### Clock routing, run 1

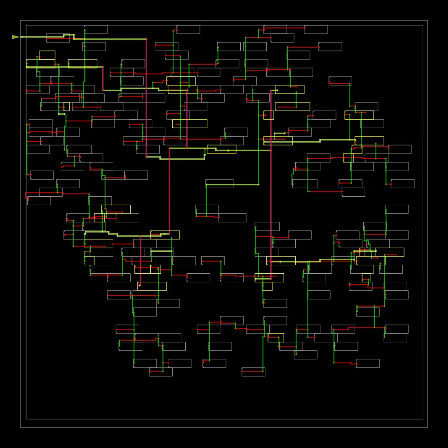
### Clock network drawn from the DEF, run 1

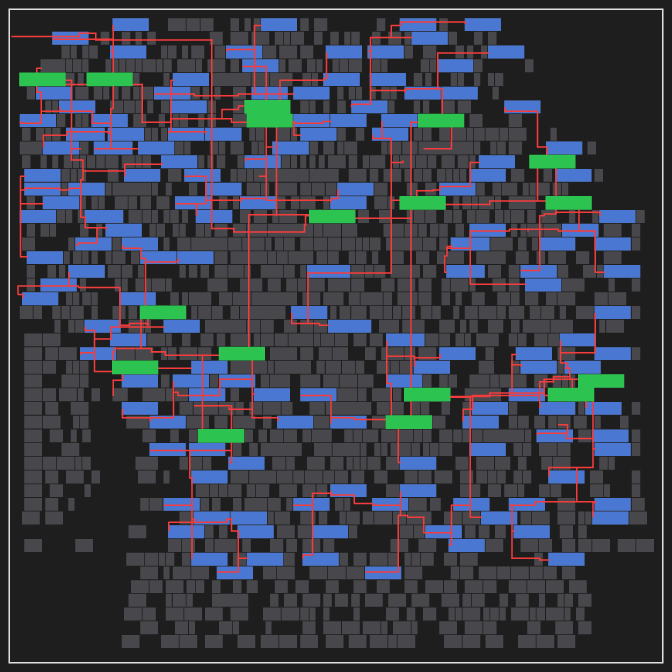
### The metal 4 layer, run 1

Bar = 50 um.
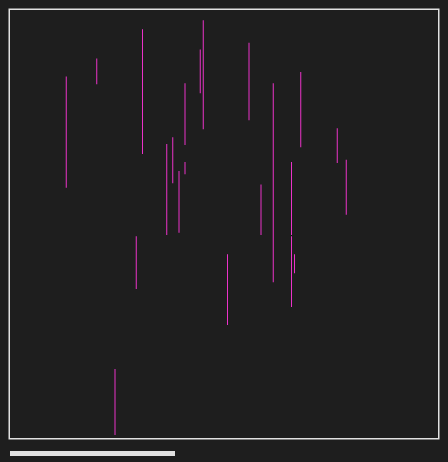
[config.mk]
export PLATFORM = sky130hd
export DESIGN_NAME = debug_ctrl
export DESIGN_NICKNAME = d
export VERILOG_FILES = /design/src/rtl/debug_ctrl.sv
export SDC_FILE = /design/constraint.sdc
export NUM_CORES = 1
export LEC_CHECK = 0
export ABC_AREA = 0
export ABC_CLOCK_PERIOD_IN_PS = 1900
export CAP_MARGIN = 20
export CORE_MARGIN = 1.5
export CORE_UTILIZATION = 46
export DETAILED_ROUTE_END_ITERATION = 10
export PLACE_DENSITY = 0.75
export RECOVER_POWER = 25
export SYNTH_ARGS = -nofsm -noshare
export SYNTH_HDL_FRONTEND = slang
export SYNTH_SLANG_ARGS = --single-unit
[constraint.sdc]
create_clock -name i_clk -period 1.9 [get_ports i_clk]
set_input_delay 0.285 -clock i_clk [delete_from_list [all_inputs] [get_ports i_clk]]
set_output_delay 0.285 -clock i_clk [all_outputs]
set_load 0.1 [all_outputs]
[src/rtl/debug_ctrl.sv]
// UART debug controller: loads instruction memory from a byte stream, runs the core, and dumps
// registers/data memory as 7-byte frames. Define DEBUG_STEP_EN to add the single-step 'S' command.
module debug_ctrl #(
  parameter int                  BUS_SIZE    = 32,
  parameter int                  DATA_BITS   = 8,
  parameter int                  IMEM_ADDR_W = 8,
  parameter logic [BUS_SIZE-1:0] HALT_INSTR  = 32'hFFFF_FFFF
) (
  input  logic                   i_clk,
  input  logic                   i_reset,
  input  logic [DATA_BITS-1:0]   i_rx_data,
  input  logic                   i_rx_done,
  output logic [DATA_BITS-1:0]   o_tx_data,
  output logic                   o_tx_start,
  input  logic                   i_tx_done,
  output logic                   o_imem_wr,
  output logic [IMEM_ADDR_W-1:0] o_imem_addr,
  output logic [BUS_SIZE-1:0]    o_imem_data,
  output logic                   o_cpu_en,
  input  logic                   i_cpu_halt,
  input  logic [BUS_SIZE-1:0]    i_pc,
  output logic [4:0]             o_dbg_addr,
  input  logic [BUS_SIZE-1:0]    i_reg_data,
  input  logic [BUS_SIZE-1:0]    i_mem_data,
  output logic                   o_busy
);

  localparam int BYTES_PER_WORD = BUS_SIZE / DATA_BITS;
  localparam int BCNT_W         = $clog2(BYTES_PER_WORD);

  localparam logic [IMEM_ADDR_W-1:0] LAST_ADDR = '1;

  localparam logic [7:0] CMD_LOAD = 8'h4C;
  localparam logic [7:0] CMD_EXEC = 8'h45;
`ifdef DEBUG_STEP_EN
  localparam logic [7:0] CMD_STEP = 8'h53;
`endif

  localparam logic [7:0] TYPE_ACK = 8'h01;
  localparam logic [7:0] TYPE_REG = 8'h02;
  localparam logic [7:0] TYPE_MEM = 8'h03;
  localparam logic [7:0] TYPE_END = 8'h04;

  typedef enum logic [2:0] {
    S_IDLE, S_LOAD, S_ACK, S_EXEC, S_STEP, S_DUMP_REG, S_DUMP_MEM, S_DUMP_END
  } state_t;

  // Per-frame sub-sequence: optional register/memory read, then one START/WAIT pair per byte.
  typedef enum logic [2:0] {
    T_ADDR, T_LAT, T_CAP, T_START, T_WAIT
  } phase_t;

  state_t                         state;
  phase_t                         phase;
  logic [BCNT_W-1:0]              byte_cnt;
  logic [BUS_SIZE-DATA_BITS-1:0]  word_buf;
  logic [IMEM_ADDR_W-1:0]         load_addr;
  logic [4:0]                     dump_idx;
  logic [2:0]                     byte_idx;
  logic [7:0]                     f_type;
  logic [15:0]                    f_index;
  logic [31:0]                    f_data;

  logic [BUS_SIZE-1:0]            word_next;
  logic                           rx_take;
  logic                           word_done;
  logic [7:0]                     cmd;
  logic [7:0]                     frame_byte;

  // Bytes arrive LSB first, so each new byte enters at the top and older bytes shift down.
  assign word_next = {i_rx_data, word_buf};
  assign rx_take   = i_rx_done && (state == S_IDLE || state == S_LOAD);
  assign word_done = rx_take && (byte_cnt == BCNT_W'(BYTES_PER_WORD - 1));
  assign cmd       = word_next[7:0];

  // NOTE: every variable assigned in always_comb gets a default first, so no latch is inferred.
  always_comb begin
    frame_byte = 8'h00;
    case (byte_idx)
      3'd0:    frame_byte = f_type;
      3'd1:    frame_byte = f_index[7:0];
      3'd2:    frame_byte = f_index[15:8];
      3'd3:    frame_byte = f_data[7:0];
      3'd4:    frame_byte = f_data[15:8];
      3'd5:    frame_byte = f_data[23:16];
      3'd6:    frame_byte = f_data[31:24];
      default: frame_byte = 8'h00;
    endcase
  end

  // NOTE: all state lives in this one block and uses non-blocking assignments only.
  always_ff @(posedge i_clk) begin
    if (i_reset) begin
      state       <= S_IDLE;
      phase       <= T_START;
      byte_cnt    <= '0;
      word_buf    <= '0;
      load_addr   <= '0;
      dump_idx    <= '0;
      byte_idx    <= '0;
      f_type      <= '0;
      f_index     <= '0;
      f_data      <= '0;
      o_tx_data   <= '0;
      o_tx_start  <= 1'b0;
      o_imem_wr   <= 1'b0;
      o_imem_addr <= '0;
      o_imem_data <= '0;
      o_cpu_en    <= 1'b0;
      o_dbg_addr  <= '0;
      o_busy      <= 1'b0;
    end else begin
      // NOTE: strobes default low every cycle; only the firing cycle raises them.
      o_tx_start <= 1'b0;
      o_imem_wr  <= 1'b0;

      if (rx_take) begin
        word_buf <= word_next[BUS_SIZE-1:DATA_BITS];
        byte_cnt <= word_done ? '0 : byte_cnt + 1'b1;
      end

      case (state)
        S_IDLE: begin
          if (word_done) begin
            case (cmd)
              CMD_LOAD: begin
                state     <= S_LOAD;
                load_addr <= '0;
                o_busy    <= 1'b1;
              end
              CMD_EXEC: begin
                state    <= S_EXEC;
                o_cpu_en <= 1'b1;
                o_busy   <= 1'b1;
              end
`ifdef DEBUG_STEP_EN
              CMD_STEP: begin
                o_busy <= 1'b1;
                if (i_cpu_halt) begin
                  // Core already halted: nothing to step, report state only.
                  state    <= S_DUMP_REG;
                  dump_idx <= '0;
                  phase    <= T_ADDR;
                end else begin
                  state    <= S_STEP;
                  o_cpu_en <= 1'b1;
                end
              end
`endif
              default: ;
            endcase
          end
        end

        S_LOAD: begin
          if (word_done) begin
            o_imem_wr   <= 1'b1;
            o_imem_addr <= load_addr;
            o_imem_data <= word_next;
            load_addr   <= load_addr + 1'b1;
            if (word_next == HALT_INSTR || load_addr == LAST_ADDR) begin
              state    <= S_ACK;
              phase    <= T_START;
              byte_idx <= '0;
              f_type   <= TYPE_ACK;
              f_index  <= 16'(load_addr) + 16'd1;
              f_data   <= (word_next == HALT_INSTR) ? 32'd0 : 32'd1;
            end
          end
        end

        S_EXEC: begin
          if (i_cpu_halt) begin
            o_cpu_en <= 1'b0;
            state    <= S_DUMP_REG;
            dump_idx <= '0;
            phase    <= T_ADDR;
          end
        end

`ifdef DEBUG_STEP_EN
        S_STEP: begin
          o_cpu_en <= 1'b0;
          state    <= S_DUMP_REG;
          dump_idx <= '0;
          phase    <= T_ADDR;
        end
`endif

        S_ACK, S_DUMP_REG, S_DUMP_MEM, S_DUMP_END: begin
          case (phase)
            T_ADDR: begin
              o_dbg_addr <= dump_idx;
              phase      <= T_LAT;
            end
            T_LAT: phase <= T_CAP;
            T_CAP: begin
              byte_idx <= '0;
              phase    <= T_START;
              if (state == S_DUMP_REG) begin
                f_type  <= TYPE_REG;
                f_index <= {11'd0, dump_idx};
                f_data  <= 32'(i_reg_data);
              end else if (state == S_DUMP_MEM) begin
                f_type  <= TYPE_MEM;
                f_index <= {11'd0, dump_idx};
                f_data  <= 32'(i_mem_data);
              end else begin
                f_type  <= TYPE_END;
                f_index <= '0;
                f_data  <= 32'(i_pc);
              end
            end
            T_START: begin
              o_tx_data  <= DATA_BITS'(frame_byte);
              o_tx_start <= 1'b1;
              phase      <= T_WAIT;
            end
            T_WAIT: begin
              if (i_tx_done) begin
                if (byte_idx != 3'd6) begin
                  byte_idx <= byte_idx + 3'd1;
                  phase    <= T_START;
                end else begin
                  byte_idx <= '0;
                  case (state)
                    S_DUMP_REG: begin
                      phase <= T_ADDR;
                      if (dump_idx == 5'd31) begin
                        state    <= S_DUMP_MEM;
                        dump_idx <= '0;
                      end else begin
                        dump_idx <= dump_idx + 5'd1;
                      end
                    end
                    S_DUMP_MEM: begin
                      if (dump_idx == 5'd31) begin
                        state    <= S_DUMP_END;
                        dump_idx <= '0;
                        phase    <= T_CAP;
                      end else begin
                        dump_idx <= dump_idx + 5'd1;
                        phase    <= T_ADDR;
                      end
                    end
                    default: begin
                      state  <= S_IDLE;
                      phase  <= T_START;
                      o_busy <= 1'b0;
                    end
                  endcase
                end
              end
            end
            default: phase <= T_START;
          endcase
        end

        default: begin
          state    <= S_IDLE;
          o_cpu_en <= 1'b0;
          o_busy   <= 1'b0;
        end
      endcase
    end
  end

endmodule

==> summary.txt, run 1 <==
The run has ended; figures from its reports follow.

The flow ran to the end, but the final reports show violations. The final reports fail on negative setup slack. The number of antenna violations at the first check in global routing came out at 0. In the setup report, the worst path falls into the class reg -> reg. The timing report gives the worst reg2reg path a setup slack of -0.005 ns. The clock buffer count is 20.

The total cell area reported by yosys after synthesis came out at 0.00735 mm^2. The net switching power figure is 1560 uW. The kind of cell with the highest combined delay along the critical path is AND-OR/OR-AND gates. The highest layer touched by signal routing is met4. The areal power density over the cells is 659 mW/mm^2.

The starting utilization of the core area is 46.6%. The final hold violation count is 0. The top cell class by occupied area is multi-input combinational cells. Using the TritonRoute via totals, the vias-per-cell ratio works out to 5.59.

Looking at the clock tree report, the root buffer type is sky130_fd_sc_hd__clkbuf_16. Counting flops with a built-in enable in the synthesized netlist gives 0. The register share after synthesis is 40.6%. The cell sequence reported for the critical path is buf_6 > mux2i_4 > a211oi_1 > o21ai_2 > or4_1 > a21oi_1. The count of endpoints failing setup in the final report came out at 1. Combinational cells account for 5.9% of the total power.

The switching share of total power came out at 22.2%. In the power breakdown, the internal column shows 5470 uW. The total length of routed met2 wires is 11000 um. The routed metal-1 wirelength is 9970 um. The actual slew at the worst max-slew pin came out at 0.580 ns. The total number of placement rows came out at 46.

The count of hold buffers inserted by post-cts repair is 0. The clock group share of total power came out at 49.2%. TritonRoute reported its final design rule violation total as 0. The post-synthesis async set-or-reset flop share came out at 0%. The mean instance size in the synthesized netlist came out at 7.97 um^2.

The complex-gate fraction of the synthesized area came out at 22.2%. The proportion of layout cells with a drive suffix above 1 came out at 25.2%. The xor-xnor portion of the synthesized cell area came out at 0.596%.

Counting only logic cells after layout, the most numerous master is sky130_fd_sc_hd__nand2_1. The worst hold-check path type is in -> reg. The sequential power is 3150 uW. Non-clock buffering takes up 23.4% of total cell area after layout. For reference, full adder, half adder and majority cells occupy 1.70% of the area reported after synthesis. The end point of the critical path is byte_idx[0]. The synthesized area came out at 0.00735 mm^2. The arrival time of data at the critical path endpoint is 2.26 ns.

The maximum achievable frequency is 525 MHz. The total of warnings raised by yosys is 0. The post-synthesis mux area share came out at 6.01%. The startpoint of the worst setup timing path is state[0]. The worst hold slack came out at 0.169 ns. For this run, the post-layout net count is 1284. The post-CTS setup repair buffer count is 3.

The number of buffers added on ports came out at 165. The met3 usage came out at 5.82%. The cell resize tally after clock tree synthesis is 16.

Setup slack on the critical path of the routed design comes to -0.00530 ns. The die area is 0.0167 mm^2. The first-pass GRT wire length is 35700 um.
Back to the opening pictures, 'Clock routing':
worst setup skew after layout: 0.0116 ns
flip-flops: 149
total CTS buffers: 17
power attributed to the clock group: 3460 uW

Back to the opening pictures, 'Clock network drawn from the DEF':
Key: red = clock wires [length 1830 um]; green = cells driving clock nets [count 17]; blue = flip-flops [count 149]
Position of the flops: widely spread. There are 18 routed clock nets.

Back to the opening pictures, 'The metal 4 layer':
The wires run mostly vertical. The layer holds 2.0% of the routed length. The layer carries 456 um of wire. 18 nets have wire on it. The longest straight run is 59.8 um.

--- run 2 (diff from run 1) ---
- SLEW_MARGIN: default -> 20
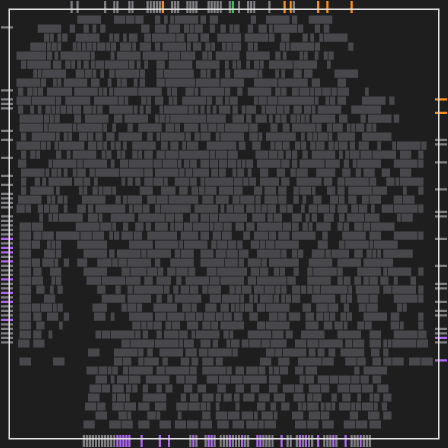
*I/O pins on the die edge, run 2*
Pins as bars across the die edge, other pins in gray.
Key: orange = o_imem_addr [pins 8, direction output, edge 6 top, 2 right]; green = i_rx_done [pins 1, direction input, edge top]; purple = i_pc [pins 32, direction input, edge 22 bottom, 8 left, 2 right]

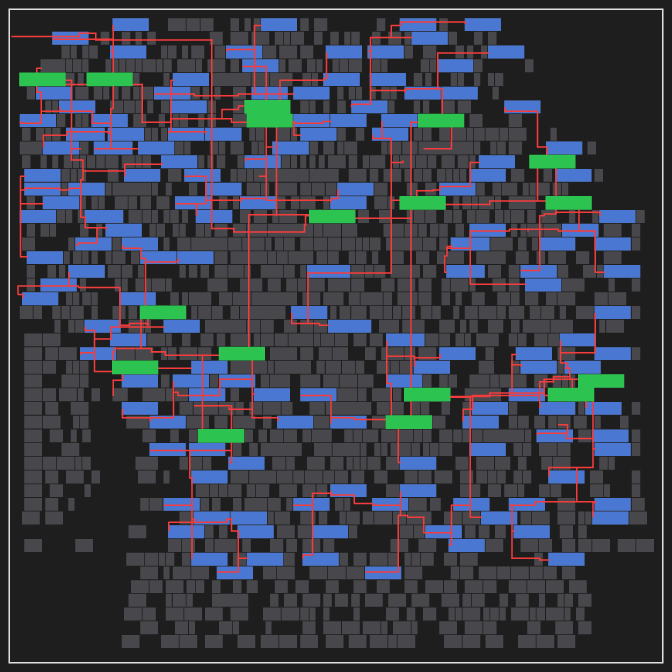
*Clock network drawn from the DEF, run 2*
Key: green = cells driving clock nets [count 17]; blue = flip-flops [count 149]; red = clock wires [length 1830 um]
Position of the flops: widely spread.

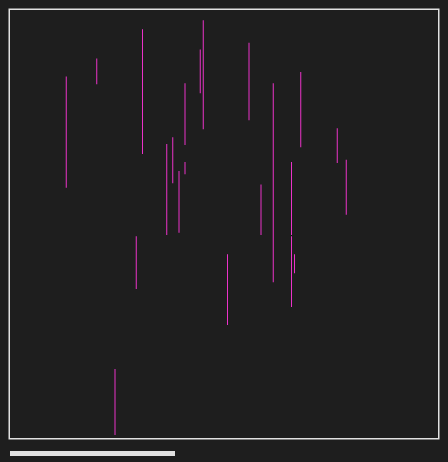
*The metal 4 layer, run 2*
Bar = 50 um.
18 nets have wire on it. The layer holds 2.0% of the routed length. The layer carries 456 um of wire. The wires run mostly vertical.

==> summary.txt, run 2 <==
The run has ended; figures from its reports follow.

The flow ran to the end, but the final reports show violations. The checks that failed: negative setup slack. The clock buffer count is 20. The worst hold slack is 0.169 ns. For reference, the most critical setup path is categorized as reg -> reg. The cell resize tally after clock tree synthesis is 16. The power drawn by the clock network came out at 3460 uW. The fraction of final cell area spent on non-clock buffers in this run is 23.4%.

OpenSTA lists the critical path startpoint as state[0]. The layout net count came out at 1284. The final hold violation count is 0. Signal nets in the final route climb as high as met4. By area, the class that comes first in the final layout consists of multi-input combinational cells.

The worst-case setup slack after placement is -0.475 ns. The post-detailed-route via-to-cell ratio came out at 5.59. Summed over all sequential cells, the power is 3150 uW. Counting the warning lines in the Yosys log gives 0. The count of endpoints failing setup in the final report came out at 1.

In this run switching power makes up 22.2% of total power. On the critical path the data arrives at 2.26 ns. The routed metal-1 wirelength is 9970 um. The final timing report gives a worst setup slack of -0.00530 ns. The xor-xnor portion of the synthesized cell area came out at 0.596%. After synthesis, the mean cell area works out to 7.97 um^2. The total DRC errors in the routed layout came out at 0. The net switching power figure is 1560 uW.

Internal power comes to 5470 uW. The post-synthesis share of cell area spent on full adders, half adders and majority gates is 1.70%. The CTS buffer count is 17. The setup check on the worst reg-to-reg path leaves a slack of -0.005 ns. The total length of routed met2 wires is 11000 um. The areal power density over the cells came out at 659 mW/mm^2. The register share after synthesis is 40.6%. Per the final layout report, the fraction of cells sized above drive strength 1 comes to 25.2%.

The flip-flop and latch count came out at 149. The total number of placement rows came out at 46. The total cell area reported by yosys after synthesis came out at 0.00735 mm^2.

The post-synthesis async set-or-reset flop share came out at 0%. The end point of the critical path is byte_idx[0]. Walking the worst path, the cells encountered are buf_6 > mux2i_4 > a211oi_1 > o21ai_2 > or4_1 > a21oi_1.

The count of hold buffers inserted by post-cts repair is 0. The number of antenna violations at the first check in global routing came to 0. The number of buffers added on ports came out at 165. The complex-gate fraction of the synthesized area is 22.2%. The worst hold-check path type is in -> reg.

The dominant logic cell type in the layout is sky130_fd_sc_hd__nand2_1. The clock group share of total power is 49.2%. For reference, the top cells by count after synthesis are sky130_fd_sc_hd__nand2_1 (152), sky130_fd_sc_hd__dfxtp_1 (149), sky130_fd_sc_hd__a21oi_1 (130), sky130_fd_sc_hd__nor2_1 (74), sky130_fd_sc_hd__o21ai_0 (49). Clock skew on the completed layout was measured at 0.0116 ns.

The actual slew at the worst max-slew pin came out at 0.580 ns.
No activity file was given, so power comes from the tool's default toggle rates.
